File: src/rtl/permutation_prio_stage.sv
// permutation_prio_stage: one-cycle register stage in front of a MinBD 2x2
// permutation_steering node. Computes XY productive-port vectors, valid and
// local flags, and the winner bit (valid > golden > silver > round-robin).
// Optional feature macro: PERM_GOLDEN_PRIO_EN enables the golden-epoch
// counter, a live golden_id output and the golden priority rule. Without it,
// golden_id is tied to 0 and priority is valid > silver > round-robin.
module permutation_prio_stage #(
    parameter int unsigned COORD_W   = 3,
    parameter int unsigned ID_W      = 4,
    parameter int unsigned EPOCH_LEN = 64
) (
    input  logic               clk,
    input  logic               reset,
    input  logic [COORD_W-1:0] local_x,
    input  logic [COORD_W-1:0] local_y,
    input  logic               in_vld_0,
    input  logic               in_vld_1,
    input  logic [COORD_W-1:0] in_dst_x_0,
    input  logic [COORD_W-1:0] in_dst_x_1,
    input  logic [COORD_W-1:0] in_dst_y_0,
    input  logic [COORD_W-1:0] in_dst_y_1,
    input  logic [ID_W-1:0]    in_src_0,
    input  logic [ID_W-1:0]    in_src_1,
    input  logic               in_silver_0,
    input  logic               in_silver_1,
    output logic               out_vld_0,
    output logic               out_vld_1,
    output logic [3:0]         out_ppv_0,
    output logic [3:0]         out_ppv_1,
    output logic               out_local_0,
    output logic               out_local_1,
    output logic               out_winner,
    output logic [ID_W-1:0]    golden_id
);

    localparam int unsigned EPOCH_W = (EPOCH_LEN > 1) ? $clog2(EPOCH_LEN) : 1;

    // XY productive ports: [0]=N, [1]=E, [2]=S, [3]=W; zero for invalid or local flits
    function automatic logic [3:0] xy_ppv(
        input logic               vld,
        input logic [COORD_W-1:0] dx,
        input logic [COORD_W-1:0] dy,
        input logic [COORD_W-1:0] lx,
        input logic [COORD_W-1:0] ly
    );
        logic [3:0] p;
        p = '0;
        if (vld) begin
            p[0] = (dy > ly);
            p[1] = (dx > lx);
            p[2] = (dy < ly);
            p[3] = (dx < lx);
        end
        return p;
    endfunction

    logic [3:0]      ppv_0_d, ppv_1_d, ppv_0_q, ppv_1_q;
    logic            local_0_d, local_1_d, local_0_q, local_1_q;
    logic            vld_0_q, vld_1_q;
    logic            winner_d, winner_q;
    logic            rr_d, rr_q;
    logic            golden_0, golden_1;
    logic            silver_0, silver_1;
    logic [ID_W-1:0] gid_q;

`ifdef PERM_GOLDEN_PRIO_EN
    logic [EPOCH_W-1:0] epoch_q;

    // Epoch counter: wraps every EPOCH_LEN cycles and advances golden_id
    always_ff @(posedge clk) begin
        if (reset) begin
            epoch_q <= '0;
            gid_q   <= '0;
        end else if (epoch_q == EPOCH_W'(EPOCH_LEN - 1)) begin
            epoch_q <= '0;
            gid_q   <= gid_q + 1'b1;
        end else begin
            epoch_q <= epoch_q + 1'b1;
        end
    end

    assign golden_0 = in_vld_0 && (in_src_0 == gid_q);
    assign golden_1 = in_vld_1 && (in_src_1 == gid_q);
`else
    logic unused_src;

    assign gid_q      = '0;
    assign golden_0   = 1'b0;
    assign golden_1   = 1'b0;
    assign unused_src = ^{in_src_0, in_src_1, EPOCH_W[0]};
`endif

    assign silver_0 = in_vld_0 && in_silver_0;
    assign silver_1 = in_vld_1 && in_silver_1;

    // Next-state for port vectors, local flags, winner and round-robin pointer
    always_comb begin
        ppv_0_d   = xy_ppv(in_vld_0, in_dst_x_0, in_dst_y_0, local_x, local_y);
        ppv_1_d   = xy_ppv(in_vld_1, in_dst_x_1, in_dst_y_1, local_x, local_y);
        local_0_d = in_vld_0 && (in_dst_x_0 == local_x) && (in_dst_y_0 == local_y);
        local_1_d = in_vld_1 && (in_dst_x_1 == local_x) && (in_dst_y_1 == local_y);
        winner_d  = rr_q;
        rr_d      = rr_q;
        if (in_vld_0 ^ in_vld_1) begin
            winner_d = in_vld_1;
        end
`ifdef PERM_GOLDEN_PRIO_EN
        else if (golden_0 ^ golden_1) begin
            winner_d = golden_1;
        end
`endif
        else if (silver_0 ^ silver_1) begin
            winner_d = silver_1;
        end else if (in_vld_0 && in_vld_1) begin
            // Pointer only advances when it actually arbitrated a real contention
            rr_d = ~rr_q;
        end
    end

    // Output registers and round-robin pointer; reset discards the in-flight pair
    always_ff @(posedge clk) begin
        if (reset) begin
            vld_0_q   <= 1'b0;
            vld_1_q   <= 1'b0;
            ppv_0_q   <= '0;
            ppv_1_q   <= '0;
            local_0_q <= 1'b0;
            local_1_q <= 1'b0;
            winner_q  <= 1'b0;
            rr_q      <= 1'b0;
        end else begin
            vld_0_q   <= in_vld_0;
            vld_1_q   <= in_vld_1;
            ppv_0_q   <= ppv_0_d;
            ppv_1_q   <= ppv_1_d;
            local_0_q <= local_0_d;
            local_1_q <= local_1_d;
            winner_q  <= winner_d;
            rr_q      <= rr_d;
        end
    end

    assign out_vld_0   = vld_0_q;
    assign out_vld_1   = vld_1_q;
    assign out_ppv_0   = ppv_0_q;
    assign out_ppv_1   = ppv_1_q;
    assign out_local_0 = local_0_q;
    assign out_local_1 = local_1_q;
    assign out_winner  = winner_q;
    assign golden_id   = gid_q;

endmodule

File: config.mk
export PLATFORM = sky130hd
export DESIGN_NAME = permutation_prio_stage
export DESIGN_NICKNAME = d
export VERILOG_FILES = /design/src/rtl/permutation_prio_stage.sv
export SDC_FILE = /design/constraint.sdc
export NUM_CORES = 1
export LEC_CHECK = 0
export CORE_MARGIN = 5
export CORE_UTILIZATION = 35
export CTS_BUF_LIST = sky130_fd_sc_hd__clkbuf_8 sky130_fd_sc_hd__clkbuf_16
export DETAILED_ROUTE_END_ITERATION = 8
export PLACE_DENSITY = 0.78
export SYNTH_ARGS = -nofsm -noshare
export SYNTH_HDL_FRONTEND = slang
export SYNTH_SLANG_ARGS = --single-unit
File: constraint.sdc
create_clock -name clk -period 1.27 [get_ports clk]
set_input_delay 0.127 -clock clk [delete_from_list [all_inputs] [get_ports clk]]
set_output_delay 0.127 -clock clk [all_outputs]
set_load 0.02 [all_outputs]
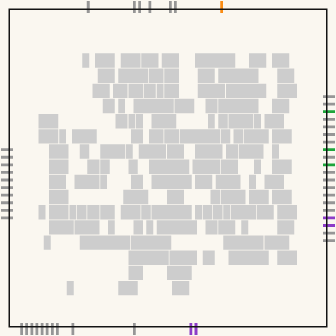
*Pin placement*
Pins as bars across the die edge, other pins in gray.
`in_dst_x_1` -> green  # pins 3, direction input, edge east
`out_ppv_0` -> purple  # pins 4, direction output, edge 2 south, 2 east
`out_winner` -> orange  # pins 1, direction output, edge north
all pins by edge = 20 east, 12 south, 10 west, 7 north
die x size: 56.7 um
Chip Height: 56.7 um
count of input and output buffers: 36

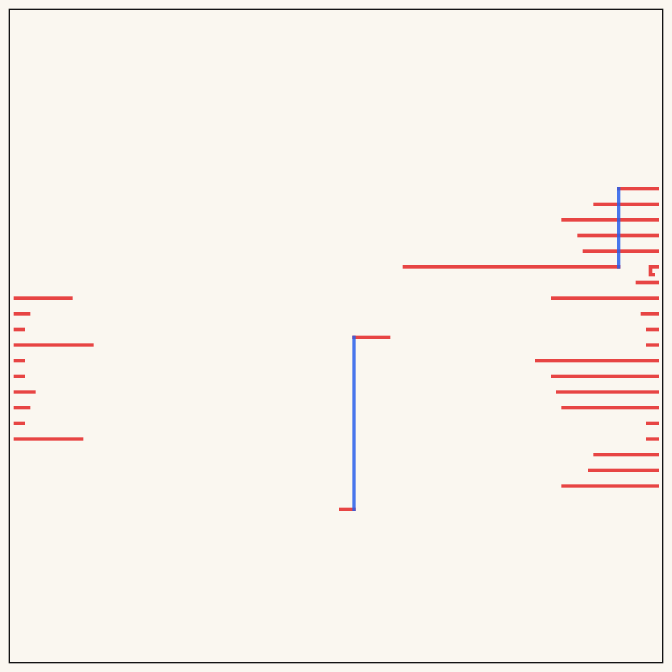
*Signal wires by layer*
Two of the layers only.
M4 -> blue  # wire length 21.8 um
M3 -> red  # wire length 150 um
DR WL/cell: 11.5 um
Via Count: 691
detailed-route wire length: 1780 um

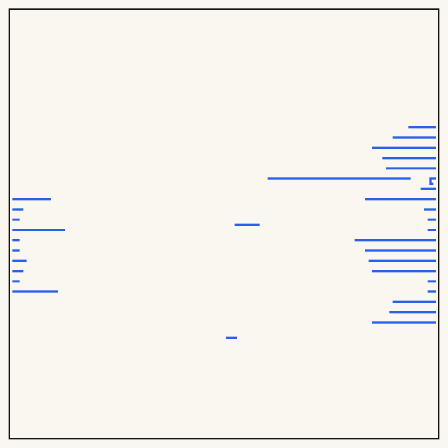
*Signal wires on met3*
share of all routed wire = 8.4%
wire length on this layer = 150 um
main direction = horizontal
nets with wire on the layer = 31
longest straight run = 18.6 um
routing usage on met3: 4.59%

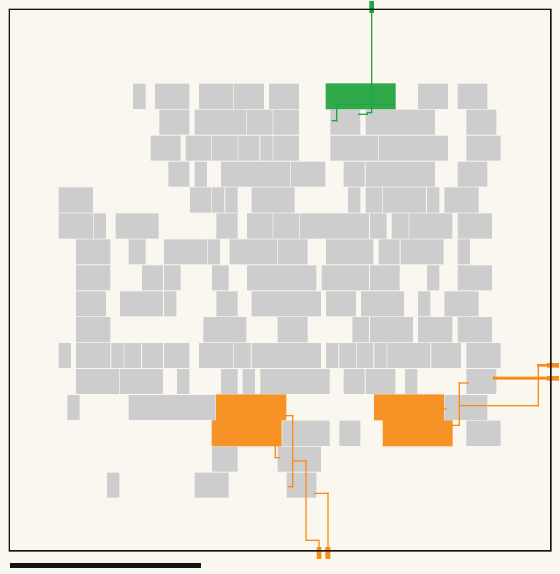
*Port wiring*
Bar = 20 um.
`out_winner` -> green  # direction output, edge north, end cells 1, buffers 1, wire 20.2 um
`out_ppv_0` -> orange  # direction output, edge 2 south, 2 east, end cells 4, buffers 4, wire 56.3 um
count of pins on the block boundary: 49

==> logic make-up (layout without fill, tap and decap cells) <==
group,after synthesis,in the layout
and+or+nand+nor,26,26
buffers and inverters,16,58
DFF,14,14
adders and majority gates,13,13
AOI/OAI and AO/OA,12,12
other,1,4
muxes,1,1
==> path summary, 6_finish.rpt <==
path	cells past startpoint	end	startpoint	slack (ns)
worst max-delay path	6	out_ppv_0[3]	local_x[1]	0.07
worst min-delay path	4	out_local_0	in_dst_y_0[1]	0.40
worst max register to register	2	rr_q	rr_q	0.42
worst min register to register	2	out_winner	rr_q	0.56
==> area by class of cell <==
class / instances / area [um^2]
repair buffers: 42 / 395
clock buffers: 4 / 55.1
inverters: 12 / 45.0
flip-flops and latches: 14 / 280
multi-input cells: 56 / 438
fillers: 183 / 774
well taps: 27 / 33.8
==> cells in the mapped netlist, drive strengths merged, types with 2 or more instances <==
| library cell | count |
|---|---|
| ha | 13 |
| a21oi | 4 |
| nor3 | 2 |
| and3 | 3 |
| buf | 4 |
| nand2 | 5 |
| inv | 12 |
| nand3 | 4 |
| o21ai | 3 |
| nand2b | 2 |
| dfxtp | 14 |
| nor2b | 6 |
==> sequential cells by signal, summed over array words and instances, names as in the netlist <==
name / cells
out_ppv_0: 4
out_winner: 1
out_local_1: 1
out_ppv_1: 4
out_local_0: 1
rr_q: 1
out_vld_1: 1
out_vld_0: 1
==> critical path: stages <==
cell and delay [ns]:
sky130_fd_sc_hd__clkdlybuf4s50_1 0.46, sky130_fd_sc_hd__inv_1 0.06, sky130_fd_sc_hd__ha_1 0.30, sky130_fd_sc_hd__nor2b_1 0.14, sky130_fd_sc_hd__o21ai_1 0.14, sky130_fd_sc_hd__and3_1 0.17
==> placed cells by master (no fill, tap or decap), types with 2 or more instances in the layout <==
| master | instances |
|---|---|
| sky130_fd_sc_hd__inv_1 | 11 |
| sky130_fd_sc_hd__dfxtp_1 | 14 |
| sky130_fd_sc_hd__clkbuf_8 | 4 |
| sky130_fd_sc_hd__nor3_1 | 2 |
| sky130_fd_sc_hd__nand3_1 | 4 |
| sky130_fd_sc_hd__conb_1 | 4 |
| sky130_fd_sc_hd__ha_1 | 12 |
| sky130_fd_sc_hd__dlygate4sd2_1 | 14 |
| sky130_fd_sc_hd__clkdlybuf4s50_1 | 19 |
| sky130_fd_sc_hd__a21oi_1 | 3 |
| sky130_fd_sc_hd__nand2_1 | 5 |
| sky130_fd_sc_hd__and3_1 | 3 |
| sky130_fd_sc_hd__nor2b_1 | 5 |
| sky130_fd_sc_hd__dlymetal6s2s_1 | 3 |
| sky130_fd_sc_hd__o21ai_1 | 2 |
| sky130_fd_sc_hd__buf_4 | 6 |
==> power by group <==
part | total, mW | switching [mW] | leakage, nW | internal, mW
sequential | 0.468 | 0.00603 | 0.115 | 0.462
clock | 0.415 | 0.141 | 0.0288 | 0.274
combinational | 0.296 | 0.137 | 0.526 | 0.160
==> per-layer routing <==
metal	global-route usage, %	vias to the layer above
met5	0	-
met4	4.07	0
met3	4.59	4
met2	20.3	32
met1	13.9	292
li1	-	363
==> reports/summary.log <==
qor: placed_design.hpwlAfterDp 1490 um
qor: synth.ys_sh_aoi 10.3%
qor: route.antenna_violating_nets_post_route 0
qor: grt.first_global_vias 722
qor: grt.grt_max_degree 9
qor: final_timing.final-setup-viol-count 0
qor: synth.netlist_instances 83
qor: synth.cells_yosys 83
qor: cts.cts_hold_buffers 0
qor: route.detail_route.wirelength.met1 819 um
qor: route.length_of_the_first_detailed_routing_pass_in_iterations 2
qor: synth.synth.area.top_cells sky130_fd_sc_hd__dfxtp_1 37%, sky130_fd_sc_hd__ha_1 21%, sky130_fd_sc_hd__inv_1 5.4%, sky130_fd_sc_hd__nor2b_1 4.1%, sky130_fd_sc_hd__buf_4 3.9%
qor: final_timing.finalWorstPathRequiredPeriod 1.20 ns
qor: job.maxCapViolations 0
qor: power.total_leakage_power 0.670 nW
qor: route.avgViaCountPerCell 4.46
qor: final_timing.hold_violations 0
qor: cells_and_area.stdcell_area 0.00125 mm^2
qor: cells_and_area.tally_of_non_filler_cells_in_the_final_layout 155
qor: synth.postSynthSeqShare 36.8%
qor: synth.async_flop_share 0%
qor: cts.cts.reportedPaths.clkPinSlew 0.05 ns
qor: outcome.outcome finished, final reports clean
qor: cts.ctsRootBufferMaster sky130_fd_sc_hd__clkbuf_8
qor: cts.tritoncts_clock_tree built
qor: grt.grt_first_pass_wirelength 3100 um
qor: placed_design.placement_stage_worst_setup_slack -0.325 ns
qor: cts.insertion_delay_of_the_later_clocked_pin_in_the_worst_skew_pair 0.24 ns
qor: placed_design.dpl.cell_count 149
qor: worst_setup_path.worst_path_arrival_time 1.39 ns
qor: synth.count_of_library_flops_with_an_enable_pin 0
qor: synth.post_synth.cell_area_avg 9.18 um^2
qor: final_timing.fin_skew 0.0000193 ns
qor: synth.synthDominantAreaCellType sky130_fd_sc_hd__dfxtp_1
qor: worst_setup_path.critical_path_required 1.45 ns
qor: synth.ys_dominant_reg_cell sky130_fd_sc_hd__dfxtp_1
qor: worst_setup_path.crit_path_end_kind register
qor: job.warning_count 35
qor: cells_and_area.n_antenna_cell 0
qor: synth.synth_flops 14
Power is estimated from default activity; no workload was simulated.
